**src/rtl/dmem_pkg.sv**
```systemverilog
// ============================================================================
// Module   : dmem_pkg
// Purpose  : Shared widths, state encoding and port indices for dmem_arbiter.
// Revision : 1.0
// ============================================================================
`default_nettype none

package dmem_pkg;

  localparam int N_ADDR_DEF = 8;
  localparam int N_BIT_DEF  = 32;

  typedef enum logic [1:0] {
    ST_IDLE   = 2'd0,
    ST_ACCESS = 2'd1,
    ST_RESP   = 2'd2
  } state_e;

  localparam logic PORT_CORE = 1'b0;
  localparam logic PORT_DBG  = 1'b1;

endpackage

`default_nettype wire

```
**src/rtl/dmem_rr_pick.sv**
```systemverilog
// ============================================================================
// Module   : dmem_rr_pick
// Purpose  : 2-way picker. Round-robin on ties, or port 1 strict priority
//            when DMEM_ARB_FIXED_PRI_EN is defined.
// Revision : 1.0
// ============================================================================
`default_nettype none

module dmem_rr_pick
  import dmem_pkg::*;
(
  input  logic req0_i,
  input  logic req1_i,
  input  logic last_owner_i,
  output logic winner_o,
  output logic any_o
);

  assign any_o = req0_i | req1_i;

`ifdef DMEM_ARB_FIXED_PRI_EN
  logic unused_last;
  assign unused_last = last_owner_i;
  assign winner_o    = req1_i ? PORT_DBG : PORT_CORE;
`else
  // On a tie the port that did not own the memory last time wins.
  always_comb begin
    if (req0_i && req1_i) begin
      winner_o = ~last_owner_i;
    end else begin
      winner_o = req1_i ? PORT_DBG : PORT_CORE;
    end
  end
`endif

endmodule

`default_nettype wire

```
**src/rtl/dmem_arbiter.sv**
```systemverilog
// ============================================================================
// Module   : dmem_arbiter
// Purpose  : Two-port arbiter/sequencer in front of a single-port data memory.
//            Optional macro DMEM_ARB_FIXED_PRI_EN gives port 1 strict priority.
// Revision : 1.0
// ============================================================================
`default_nettype none

module dmem_arbiter
  import dmem_pkg::*;
#(
  parameter int N_ADDR = N_ADDR_DEF,
  parameter int N_BIT  = N_BIT_DEF
) (
  input  logic              Clk,
  input  logic              Rst,
  input  logic              Req0,
  input  logic              Req1,
  input  logic              We0,
  input  logic              We1,
  input  logic [N_ADDR-1:0] Addr0,
  input  logic [N_ADDR-1:0] Addr1,
  input  logic [N_BIT-1:0]  Wdata0,
  input  logic [N_BIT-1:0]  Wdata1,
  output logic              Gnt0,
  output logic              Gnt1,
  output logic              Rvalid0,
  output logic              Rvalid1,
  output logic [N_BIT-1:0]  Rdata,
  output logic [N_ADDR-1:0] Mem_Addr,
  output logic [N_BIT-1:0]  Mem_Wr_data,
  output logic              Mem_MemWrite,
  output logic              Mem_MemRead,
  input  logic [N_BIT-1:0]  Mem_Rd_data
);

  state_e              state_q, state_d;
  logic                we_q, we_d;
  logic [N_ADDR-1:0]   addr_q, addr_d;
  logic [N_BIT-1:0]    wdata_q, wdata_d;
  logic                owner_q, owner_d;
  logic                gnt0_q, gnt0_d, gnt1_q, gnt1_d;
  logic                rvalid0_q, rvalid0_d, rvalid1_q, rvalid1_d;
  logic [N_BIT-1:0]    rdata_q, rdata_d;
  logic                last_owner;
  logic                winner;
  logic                any_req;

`ifdef DMEM_ARB_FIXED_PRI_EN
  assign last_owner = PORT_CORE;
`else
  logic last_owner_q, last_owner_d;
  assign last_owner = last_owner_q;
`endif

  dmem_rr_pick u_pick (
    .req0_i       (Req0),
    .req1_i       (Req1),
    .last_owner_i (last_owner),
    .winner_o     (winner),
    .any_o        (any_req)
  );

  always_ff @(posedge Clk or negedge Rst) begin
    if (!Rst) begin
      state_q      <= ST_IDLE;
      we_q         <= 1'b0;
      addr_q       <= '0;
      wdata_q      <= '0;
      owner_q      <= PORT_CORE;
      gnt0_q       <= 1'b0;
      gnt1_q       <= 1'b0;
      rvalid0_q    <= 1'b0;
      rvalid1_q    <= 1'b0;
      rdata_q      <= '0;
`ifndef DMEM_ARB_FIXED_PRI_EN
      last_owner_q <= PORT_DBG;
`endif
    end else begin
      state_q      <= state_d;
      we_q         <= we_d;
      addr_q       <= addr_d;
      wdata_q      <= wdata_d;
      owner_q      <= owner_d;
      gnt0_q       <= gnt0_d;
      gnt1_q       <= gnt1_d;
      rvalid0_q    <= rvalid0_d;
      rvalid1_q    <= rvalid1_d;
      rdata_q      <= rdata_d;
`ifndef DMEM_ARB_FIXED_PRI_EN
      last_owner_q <= last_owner_d;
`endif
    end
  end

  always_comb begin
    state_d      = state_q;
    we_d         = we_q;
    addr_d       = addr_q;
    wdata_d      = wdata_q;
    owner_d      = owner_q;
    gnt0_d       = 1'b0;
    gnt1_d       = 1'b0;
    rvalid0_d    = 1'b0;
    rvalid1_d    = 1'b0;
    rdata_d      = rdata_q;
`ifndef DMEM_ARB_FIXED_PRI_EN
    last_owner_d = last_owner_q;
`endif
    case (state_q)
      ST_IDLE: begin
        if (any_req) begin
          owner_d = winner;
          we_d    = (winner == PORT_DBG) ? We1    : We0;
          addr_d  = (winner == PORT_DBG) ? Addr1  : Addr0;
          wdata_d = (winner == PORT_DBG) ? Wdata1 : Wdata0;
          gnt0_d  = (winner == PORT_CORE);
          gnt1_d  = (winner == PORT_DBG);
`ifndef DMEM_ARB_FIXED_PRI_EN
          last_owner_d = winner;
`endif
          state_d = ST_ACCESS;
        end
      end
      ST_ACCESS: begin
        state_d = we_q ? ST_IDLE : ST_RESP;
      end
      ST_RESP: begin
        // Read data lands in Rdata as the valid pulse starts next cycle.
        rdata_d   = Mem_Rd_data;
        rvalid0_d = (owner_q == PORT_CORE);
        rvalid1_d = (owner_q == PORT_DBG);
        state_d   = ST_IDLE;
      end
      default: begin
        state_d = ST_IDLE;
      end
    endcase
  end

  assign Gnt0         = gnt0_q;
  assign Gnt1         = gnt1_q;
  assign Rvalid0      = rvalid0_q;
  assign Rvalid1      = rvalid1_q;
  assign Rdata        = rdata_q;
  assign Mem_Addr     = addr_q;
  assign Mem_Wr_data  = wdata_q;
  assign Mem_MemWrite = (state_q == ST_ACCESS) && we_q;
  assign Mem_MemRead  = ((state_q == ST_ACCESS) && !we_q) || (state_q == ST_RESP);

endmodule

`default_nettype wire

```
**config.mk**
```make
export PLATFORM = sky130hd
export DESIGN_NAME = dmem_arbiter
export DESIGN_NICKNAME = d
export VERILOG_FILES = /design/src/rtl/dmem_pkg.sv /design/src/rtl/dmem_rr_pick.sv /design/src/rtl/dmem_arbiter.sv
export SDC_FILE = /design/constraint.sdc
export NUM_CORES = 1
export LEC_CHECK = 0
export CORE_UTILIZATION = 43
export CTS_CLUSTER_DIAMETER = 100
export DETAILED_ROUTE_END_ITERATION = 6
export PLACE_DENSITY = 0.9
export SLEW_MARGIN = 5
export SYNTH_ARGS = -nofsm -noshare
export SYNTH_HDL_FRONTEND = slang
export SYNTH_HIERARCHICAL = 1
export SYNTH_SLANG_ARGS = --single-unit
export TNS_END_PERCENT = 5
```
**constraint.sdc**
```tcl
create_clock -name Clk -period 2.9 [get_ports Clk]
set_clock_uncertainty 0.05 [all_clocks]
set_input_delay 0.58 -clock Clk [delete_from_list [all_inputs] [get_ports Clk]]
set_output_delay 0.58 -clock Clk [all_outputs]
set_load 0.05 [all_outputs]
```
Figure 1. Clock wiring as the flow saved it.
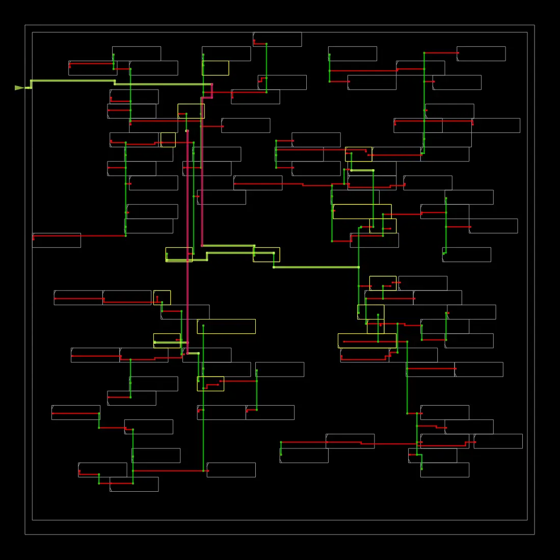
sink count of the clock tree: 81
Seq cells: 81
clock network power: 1.01 mW
clock latency on the worst-skew pair: 330 ps
TritonCTS Buffers: 9

Figure 2. Routed metal, one colour a layer.
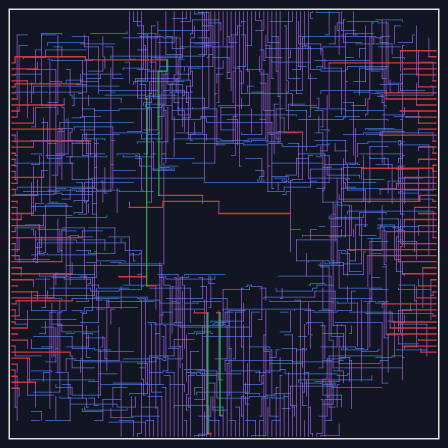
M3 -> red  # wire length 701 um
M1 -> blue  # wire length 3450 um
M2 -> purple  # wire length 4680 um
M4 -> green  # wire length 125 um

Figure 3. Sequential cells grouped by signal name.
Other sequential cells in the stronger grey, the rest of the logic in the fainter grey.
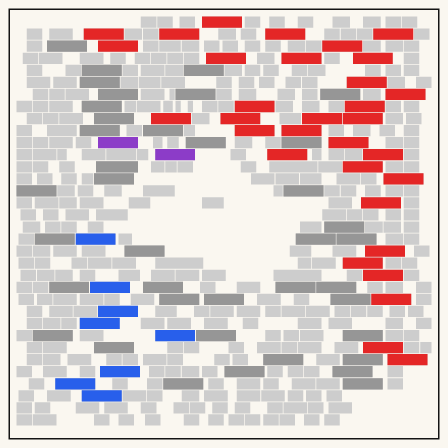
`Rdata` -> red  # sequential cells 32
`Mem_Addr` -> blue  # sequential cells 8, where lower left
`state_q` -> purple  # sequential cells 2
not coloured = 39

==> flow_metrics.tcl <==
# implementation run metrics
set metrics [dict create \
    path_buffers 1 \
    synthXorXnorAreaFrac_pct 0 \
    grt_pass1_wl_um 13500 \
    ir_worst_vdd_mv 0.613 \
    cts_setup_buffers 0 \
    placement.io_buffers 195 \
    sh_seq_area_pct 33.3 \
    power_sequential_mw 2.04 \
    timing.rr.end "Mem_Wr_data[20]" \
    floorplan.rows 34 \
    total_leakage_power_nw 2.67 \
    cts.repair.resized 0 \
    drive_gt1_share_pct 33.4 \
    rsz_0062_raised_after_global_routing "false" \
    power.combinational.fraction_pct 61.3 \
    adder_share_pct 0 \
    critical-path-top-delay-family "buffers and inverters" \
    cts-htree-levels 3 \
    buf_share_pct 33.0 \
    regArea_um2 2030 \
    synth.comb.largest_family "multiplexers" \
    power_per_cell_area_nw_per_um2 1290 \
    clock_area_share_pct 4.14 \
    comb_area_share_pct 27.4 \
    worst_slew_pin_slew_ps 998 \
    gr-total-overflow 0 \
    setup.reg_to_reg.worst_slack_ps 1200 \
    fmax_mhz 407 \
    synth.net_count 341 \
    met1_length_um 3450 \
    synth_flops 81 \
    critical_path_peak_fanout 4 \
    vertical_extent_of_the_die_um 96.6 \
    post_layout_nonfiller_instances 533 \
    fp_util_pct 44.3 \
    fillers 606 \
    nets 538 \
    ys_sh_aoi_pct 0.195 \
    setup_ws_ps 444 \
    pin_count_of_the_biggest_net_entering_global_routing 82 \
    layout.cells.most_common "clkdlybuf4s50_1" \
    top_cells_by_area "dfrtp_1 (52%), mux2_4 (28%), mux2_2 (13%)" \
    dominant-cell-class "registers" \
    clk_root_buffer_cell "clkbuf_8" \
    maxCapViolations 0 \
    dr_wl_met2_um 4680 \
    syn-cell-area_um2 3850 \
    crit_chain "and3b_1, clkdlybuf4s50_1" \
    cts_tree "yes" \
    top_cell_area_share_pct 52.0 \
    clk_pin_slew_worst_paths_ps 80 \
    mostFrequentLayoutCells "clkdlybuf4s50_1 (193), dfrtp_1 (80), mux2_4 (72)" \
    dp_worst_setup_slack_ps 477 \
    synth_cell_count_leaders "dfrtp_1 (80), mux2_4 (72), mux2_2 (44), buf_6 (8), buf_8 (4)" \
    finalWorstPathRequiredPeriod_ps 2460 \
    grt_util_met1_pct 22.3 \
    synthMostInstantiatedCell "dfrtp_1" \
    detail-route-antenna-nets 0 \
    crit_end "Mem_MemWrite" \
    outcome "complete, no violations" \
    finalSetupViolations 0 \
    place.gp.congestion 0.674 \
    syn2layout_area_growth_pct 58.6 \
    worstPathArrival_ps 1830 \
    min-delay-path-class "primary input to asynchronous set/reset pin" \
    slew-limit-headroom_pct 33.4 \
    area.combinational_um2 1670 \
    drc_errors 0 \
    global_route.peak_usage_layer "met2" \
    synth.area.mux_share_pct 41.0 \
    groute.usage.overall_pct 19.4 \
    critical_path.endpoint_type "output pin" \
    worst-path-stages 2 \
    detailed_place_hpwl_um 6780 \
    antennaDiodeCount 0 \
    synth-edff-count 0 \
    layout.non_clock_buffers 200 \
    synth_area_leader_cell "dfrtp_1" \
    wire_per_inst_um 16.8 \
    yosysSeqAreaShare_pct 52.7 \
    cpMaxStageDelayCell "clkdlybuf4s50_1" \
    global_route.usage.met2_pct 34.7 \
    placed_area_um2 5850 \
    stage_log_warnings 26 \
    startpoint "state_q[1]" \
    p_clk_share_pct 12.8 \
    timing.final.crit_share_pct 84.7 \
    use_met3_pct 5.24 \
    cts_buffer_depth 2 \
    synth.yosys.num_cells 223 \
    worst_hold_slack_ps 355 \
    crit_path_max_incr_delay_ps 820 \
    route.top_layer_used "met4" \
    syn_avg_cell_area_um2 17.2 \
    finalHoldViolations 0 \
    totalNegativeSetupSlack_ps 0 \
    drt-pass1-iter-count 4 \
    via_count 2554 \
    postSynth.topFlopCell "dfrtp_1" \
    reg2reg_from "last_owner" \
    die_x_um 96.6 \
    n_multi_input_combinational_cell 127 \
    timing_worst_setup_path_type "flip-flop to output pin" \
    async_reset_ff_share_pct 100 \
    synth.cellmix.simpleShare_pct 1.76 \
    pg_comb_mw 4.83 \
    report.final.slew_viol_count 0 \
    startpoint_type "flip-flop" \
    yosys_warnings 6 \
    met3_length_um 700 \
    power.net_switching_mw 3.51 \
    layout_clock_buffer_count 10 \
    drt-initial-drc-count 30 \
    vias_per_cell 4.79 \
    final_area_um2 6100 \
    final.signal_inverter_count 1 \
    core_um2 8680 \
    design_internal_power_mw 4.36 \
    route.final.wire_length_um 8950 \
    chip_area_um2 9330 \
    yosysChipArea_um2 3850 \
    top_power_group "combinational logic" \
    hold_buffers 0 \
    final_core_util_pct 70.3 \
    timing.reg2reg.worst_path_depth 4 \
    required_ps 2270 \
]
Figure 4. Ports around the boundary.
Pins as bars across the die edge, other pins in grey.
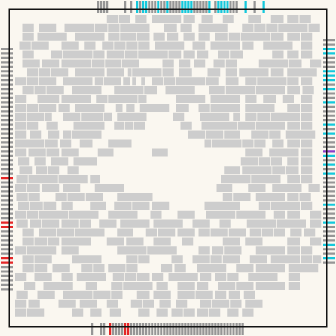
`Mem_Rd_data` -> cyan  # pins 32, direction input, edge 16 right, 16 top
`Gnt0` -> purple  # pins 1, direction output, edge right
`Mem_Addr` -> red  # pins 8, direction output, edge 5 left, 3 bottom

Figure 5. Logic cells by family.
The bar under the picture is 20 um long.
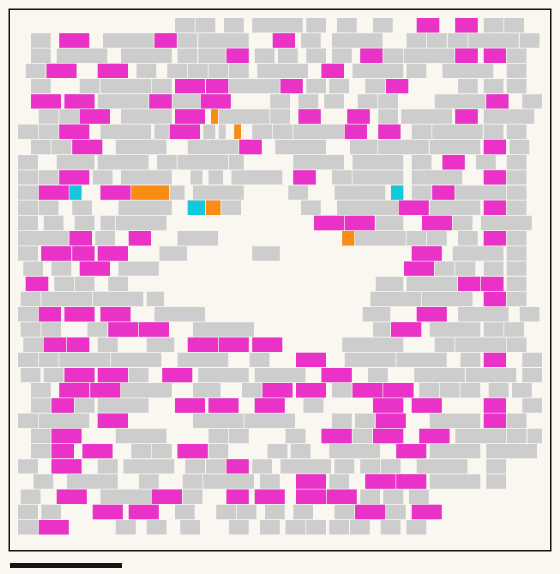
and/or cells -> cyan  # cells 3
mux cells -> magenta  # cells 116, most used mux2_4, where spread over the die
nor cells -> orange  # cells 5, most used nor2_1

Power is estimated from default activity; no workload was simulated.
